Design bitblock_4_collect_flat, sky130hd; sources not shown.
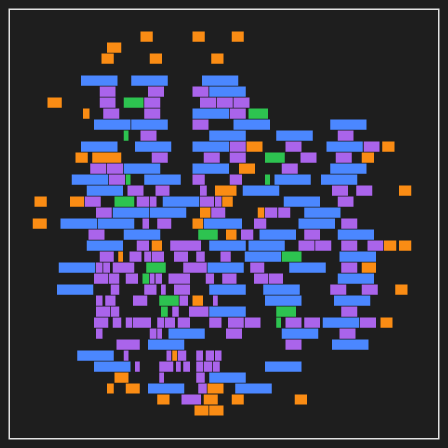
(run_1/cell_classes.png)
legend:
  all other logic:
    color: purple
    cells: 132
    share_of_their_area: 37%
  clock drivers and dummy loads:
    color: green
    cells: 15
    share_of_their_area: 4.5%
  other buffers and delay cells:
    color: orange
    cells: 44
    share_of_their_area: 12%
  flip-flops:
    color: blue
    cells: 62
    share_of_their_area: 47%
post-layout utilization of the core: 36.7%
Rows: 35

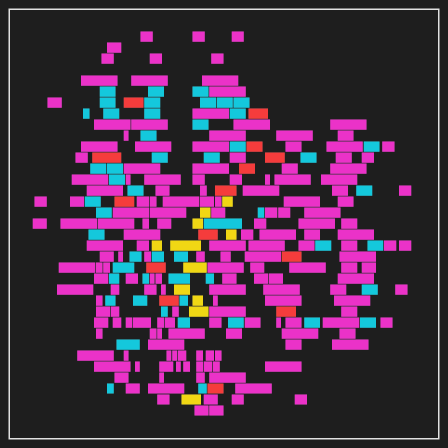
(run_1/drive_strength.png)
legend:
  drive 6 and up:
    color: red
    cells: 14
    most_used: clkbuf_8
  drive 1 or less:
    color: magenta
    cells: 177
    most_used: dfrtp_1
  drive 2:
    color: cyan
    cells: 51
    most_used: mux2_2
  drive 3 to 4:
    color: yellow
    cells: 11
    most_used: buf_4
area growth from synthesis to layout: 24.1%
area of all placed cells without fillers: 0.00347 mm^2
worst setup margin: 35.8 ps
Repair and plain buffers: 44

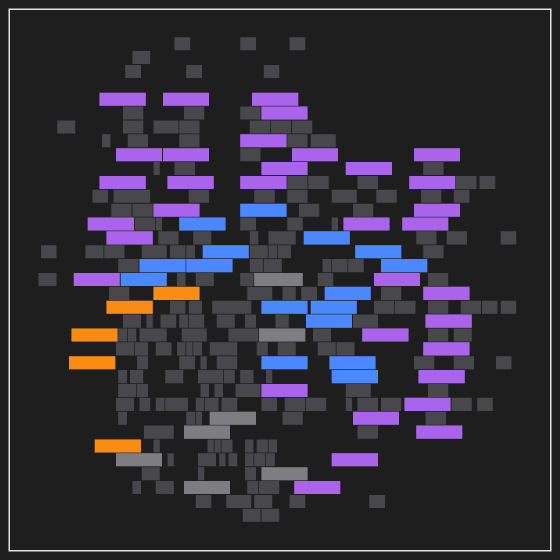
(run_1/registers.png)
Other sequential cells in the stronger gray, the rest of the logic in the fainter gray.
legend:
  u_core.mem_q:
    color: purple
    placed_flops: 34
  u_core.beat_q:
    color: orange
    placed_flops: 5
    where: west
  u_core.acc_q:
    color: blue
    placed_flops: 16
    where: center
not colored: 7
sequential power: 1490 uW
Seq area share: 44.8%
Sequential Area: 0.00155 mm^2

==> ci_impl_report.md, run 1 <==
## Implementation flow summary

| Metric | Value |
|---|---|
| Die Wd | `106 um` |
| Primary flip-flop cell chosen by synthesis mapping | `sky130_fd_sc_hd__dfrtp_1` |
| Post-layout min period | `1760 ps` |
| CP required | `2020 ps` |
| Post-synth EDFFs | `0` |
| Pin count of the biggest net entering global routing | `40` |
| Post-DR wirelength/cell | `15.1 um` |
| Sinks on the clock net | `62` |
| Switching power as a share of total power | `25.0%` |
| Critical path peak fanout | `3` |
| Met2 layer wire length in the routed design | `2760 um` |
| Critical-path cell with the highest stage delay | `sky130_fd_sc_hd__or4b_2` |
| Insertion Delay late pin | `330 ps` |
| Buffers plus inverters on the worst setup path | `0` |
| Combinational gate power | `316 uW` |
| Routed vias | `1,822` |
| Commonest cells post-synth | `sky130_fd_sc_hd__dfrtp_1 (62), sky130_fd_sc_hd__mux2_2 (32), sky130_fd_sc_hd__mux2_1 (19), sky130_fd_sc_hd__nand3_1 (10), sky130_fd_sc_hd__a32o_1 (8)` |
| Number of logged tool warnings | `27` |
| Dpl cell area | `0.00325 mm^2` |
| HP Class | `input pin to register` |
| MI comb cells | `129` |
| CTS Hold Buffers Added | `1` |
| Global-route track usage on met3 | `2.73%` |
| Port bufs | `28` |
| First-pass GRT wire length | `9640 um` |
| Non-clock inverter count | `3` |
| Arithmetic-cell share of the synthesized area counting full adders, half adders and majority gates | `0.896%` |
| Multi-input gate share of total cell area | `34.6%` |
| Most crowded layer after global routing | `met2` |
| H-tree depth | `3` |
| Top-area cell type share of the netlist area | `55.5%` |
| Area of the mapped netlist | `0.00279 mm^2` |
| Combined area of the multi-input logic cells | `0.00120 mm^2` |
| Clock transition at the registers of the reported paths | `60 ps` |
| Final ANT Viol Nets | `0` |
| Power spent charging and discharging nets | `698 uW` |
| Number of distinct library cells after synthesis | `41` |
| Top pwr grp | `sequential cells` |
| Yosys chip area | `0.00279 mm^2` |
| Weighted congestion at the end of routability-driven global placement | `0.798` |
| Worst slew slack as a fraction of its limit | `46.4%` |
| Setup violation total in the final timing report | `0` |
| Maximum ir drop on the vdd rail | `293 uV` |
| Logic pwr share | `11.3%` |
| Top routing layer in use | `met4` |
| Pre-CTS setup slack | `-406 ps` |
| Pin slew with the least headroom to its limit | `797 ps` |
| Layout net count | `262` |
| Warning count from the yosys run | `0` |
| Chip Area | `0.0112 mm^2` |
| Routed length on met1 | `2780 um` |
| Outcome | `completed` |
| Layout fillers | `965` |
| N_diodes | `0` |
| Crit path max-delay family | `simple AND/OR/NAND/NOR gates` |
| Compound Share, Synth | `7.43%` |
| RSZ-0062 raised after global routing | `yes` |
| Max Cap Violations | `0` |
| Worst Hold Slack | `60.6 ps` |
| Largest buffer count on any clock path | `2` |
| Fraction of synthesized area in multiplexers | `22.3%` |
| Register share of total power | `53.3%` |
| Global-route total usage across every layer | `11.1%` |
| Total of cells resized after clock tree synthesis | `27` |
| Seq/Total Area, Yosys | `55.5%` |
| Clock group total power | `989 uW` |
| Top cell type by instance count after synthesis | `sky130_fd_sc_hd__dfrtp_1` |
| Most frequently placed logic cell in the final layout | `sky130_fd_sc_hd__dfrtp_1` |
| Synthesis-stage register bit count | `62` |
| Average cell area after synthesis | `13.7 um^2` |
==> run 2, diff against run 1 <==
- CTS_BUF_LIST: unset -> sky130_fd_sc_hd__clkbuf_8
- GPL_ROUTABILITY_DRIVEN: unset -> 0
- clock period: 1.8 -> 1.95 ns (I/O delays scaled with it)
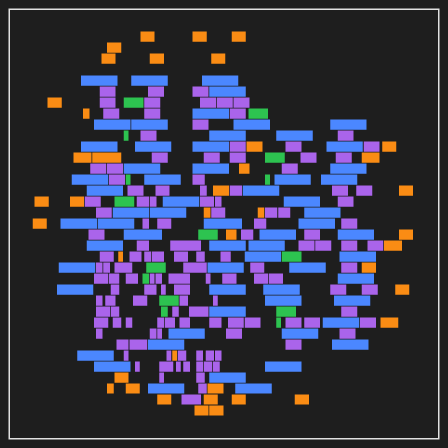
(run_2/cell_classes.png)
legend:
  other buffers and delay cells:
    color: orange
    cells: 40
    share_of_their_area: 12%
  all other logic:
    color: purple
    cells: 132
    share_of_their_area: 36%
  flip-flops:
    color: blue
    cells: 62
    share_of_their_area: 47%
  clock drivers and dummy loads:
    color: green
    cells: 15
    share_of_their_area: 4.5%
area of all placed cells without fillers: 0.00345 mm^2
post-layout utilization of the core: 36.4%

==> run 2 against run 1 <==
Synthesized cell count unchanged. Final cell count is 1.0% lower. Routed wire length decreased by 0.48%. Clock skew rose by 1.1 ps.
==> ci_impl_report.md, run 2 <==
## Implementation flow summary

| Metric | Value |
|---|---|
| Pin slew with the least headroom to its limit | `799 ps (+2.26 ps)` |
| Logic pwr share | `11.7% (+0.4 points)` |
| Number of logged tool warnings | `27 (unchanged)` |
| Multi-input gate share of total cell area | `34.4% (-0.20 points)` |
| Worst slew slack as a fraction of its limit | `46.3% (-0.15 points)` |
| Global-route track usage on met3 | `2.73% (unchanged)` |
| Arithmetic-cell share of the synthesized area counting full adders, half adders and majority gates | `0.896% (unchanged)` |
| Post-DR wirelength/cell | `15.2 um (+0.57%)` |
| Critical path peak fanout | `8 (+5)` |
| Most crowded layer after global routing | `met2` |
| Switching power as a share of total power | `25.0% (+0.072 points)` |
| Global-route total usage across every layer | `11.0% (-0.065 points)` |
| Register share of total power | `53.6% (+0.3 points)` |
| Met2 layer wire length in the routed design | `2690 um (-2.6%)` |
| Sequential Area | `0.00155 mm^2 (about the same)` |
| Area of the mapped netlist | `0.00279 mm^2 (unchanged)` |
| Largest buffer count on any clock path | `2 (unchanged)` |
| Combined area of the multi-input logic cells | `0.00118 mm^2 (-1.1%)` |
| Insertion Delay late pin | `330 ps (about the same)` |
| Sinks on the clock net | `62 (unchanged)` |
| Worst setup margin | `34.4 ps (-1.41 ps)` |
| Area growth from synthesis to layout | `23.4%` |
| Layout net count | `258 (-1.5%)` |
| Sequential power | `1380 uW (-7%)` |
| Buffers plus inverters on the worst setup path | `2 (+2)` |
| Yosys chip area | `0.00279 mm^2 (unchanged)` |
| Max Cap Violations | `0 (unchanged)` |
| Seq area share | `45.1% (+0.30 points)` |
| Post-layout min period | `1920 ps` |
| Clock transition at the registers of the reported paths | `60 ps (about the same)` |
| Crit path max-delay family | `buffers and inverters` |
| Pin count of the biggest net entering global routing | `40 (unchanged)` |
| Combinational gate power | `301 uW (-5%)` |
| Primary flip-flop cell chosen by synthesis mapping | `sky130_fd_sc_hd__dfrtp_1` |
| Final ANT Viol Nets | `0 (unchanged)` |
| Non-clock inverter count | `3 (unchanged)` |
| Setup violation total in the final timing report | `0 (unchanged)` |
| Chip Area | `0.0112 mm^2 (unchanged)` |
| Top pwr grp | `sequential cells` |
| RSZ-0062 raised after global routing | `yes` |
| First-pass GRT wire length | `9590 um (-0.50%)` |
| Critical-path cell with the highest stage delay | `sky130_fd_sc_hd__clkdlybuf4s50_1` |
| CTS Hold Buffers Added | `1 (unchanged)` |
| Layout fillers | `959 (-0.62%)` |
| Compound Share, Synth | `7.43% (unchanged)` |
| Power spent charging and discharging nets | `644 uW (-7.7%)` |
| Routed length on met1 | `2760 um (-0.58%)` |
| Warning count from the yosys run | `0 (unchanged)` |
| H-tree depth | `3 (unchanged)` |
| Die Wd | `106 um (unchanged)` |
| Pre-CTS setup slack | `-271 ps (+135 ps)` |
| Port bufs | `28 (unchanged)` |
| Outcome | `completed` |
| N_diodes | `0 (unchanged)` |
| Top-area cell type share of the netlist area | `55.5% (unchanged)` |
| Total of cells resized after clock tree synthesis | `5 (-81%)` |
| Number of distinct library cells after synthesis | `41 (unchanged)` |
| Top routing layer in use | `met4` |
| Average cell area after synthesis | `13.7 um^2 (unchanged)` |
| CP required | `1750 ps (-270 ps)` |
| Seq/Total Area, Yosys | `55.5% (unchanged)` |
| Commonest cells post-synth | `sky130_fd_sc_hd__dfrtp_1 (62), sky130_fd_sc_hd__mux2_2 (32), sky130_fd_sc_hd__mux2_1 (19), sky130_fd_sc_hd__nand3_1 (10), sky130_fd_sc_hd__a32o_1 (8)` |
Power is estimated from default activity; no workload was simulated.
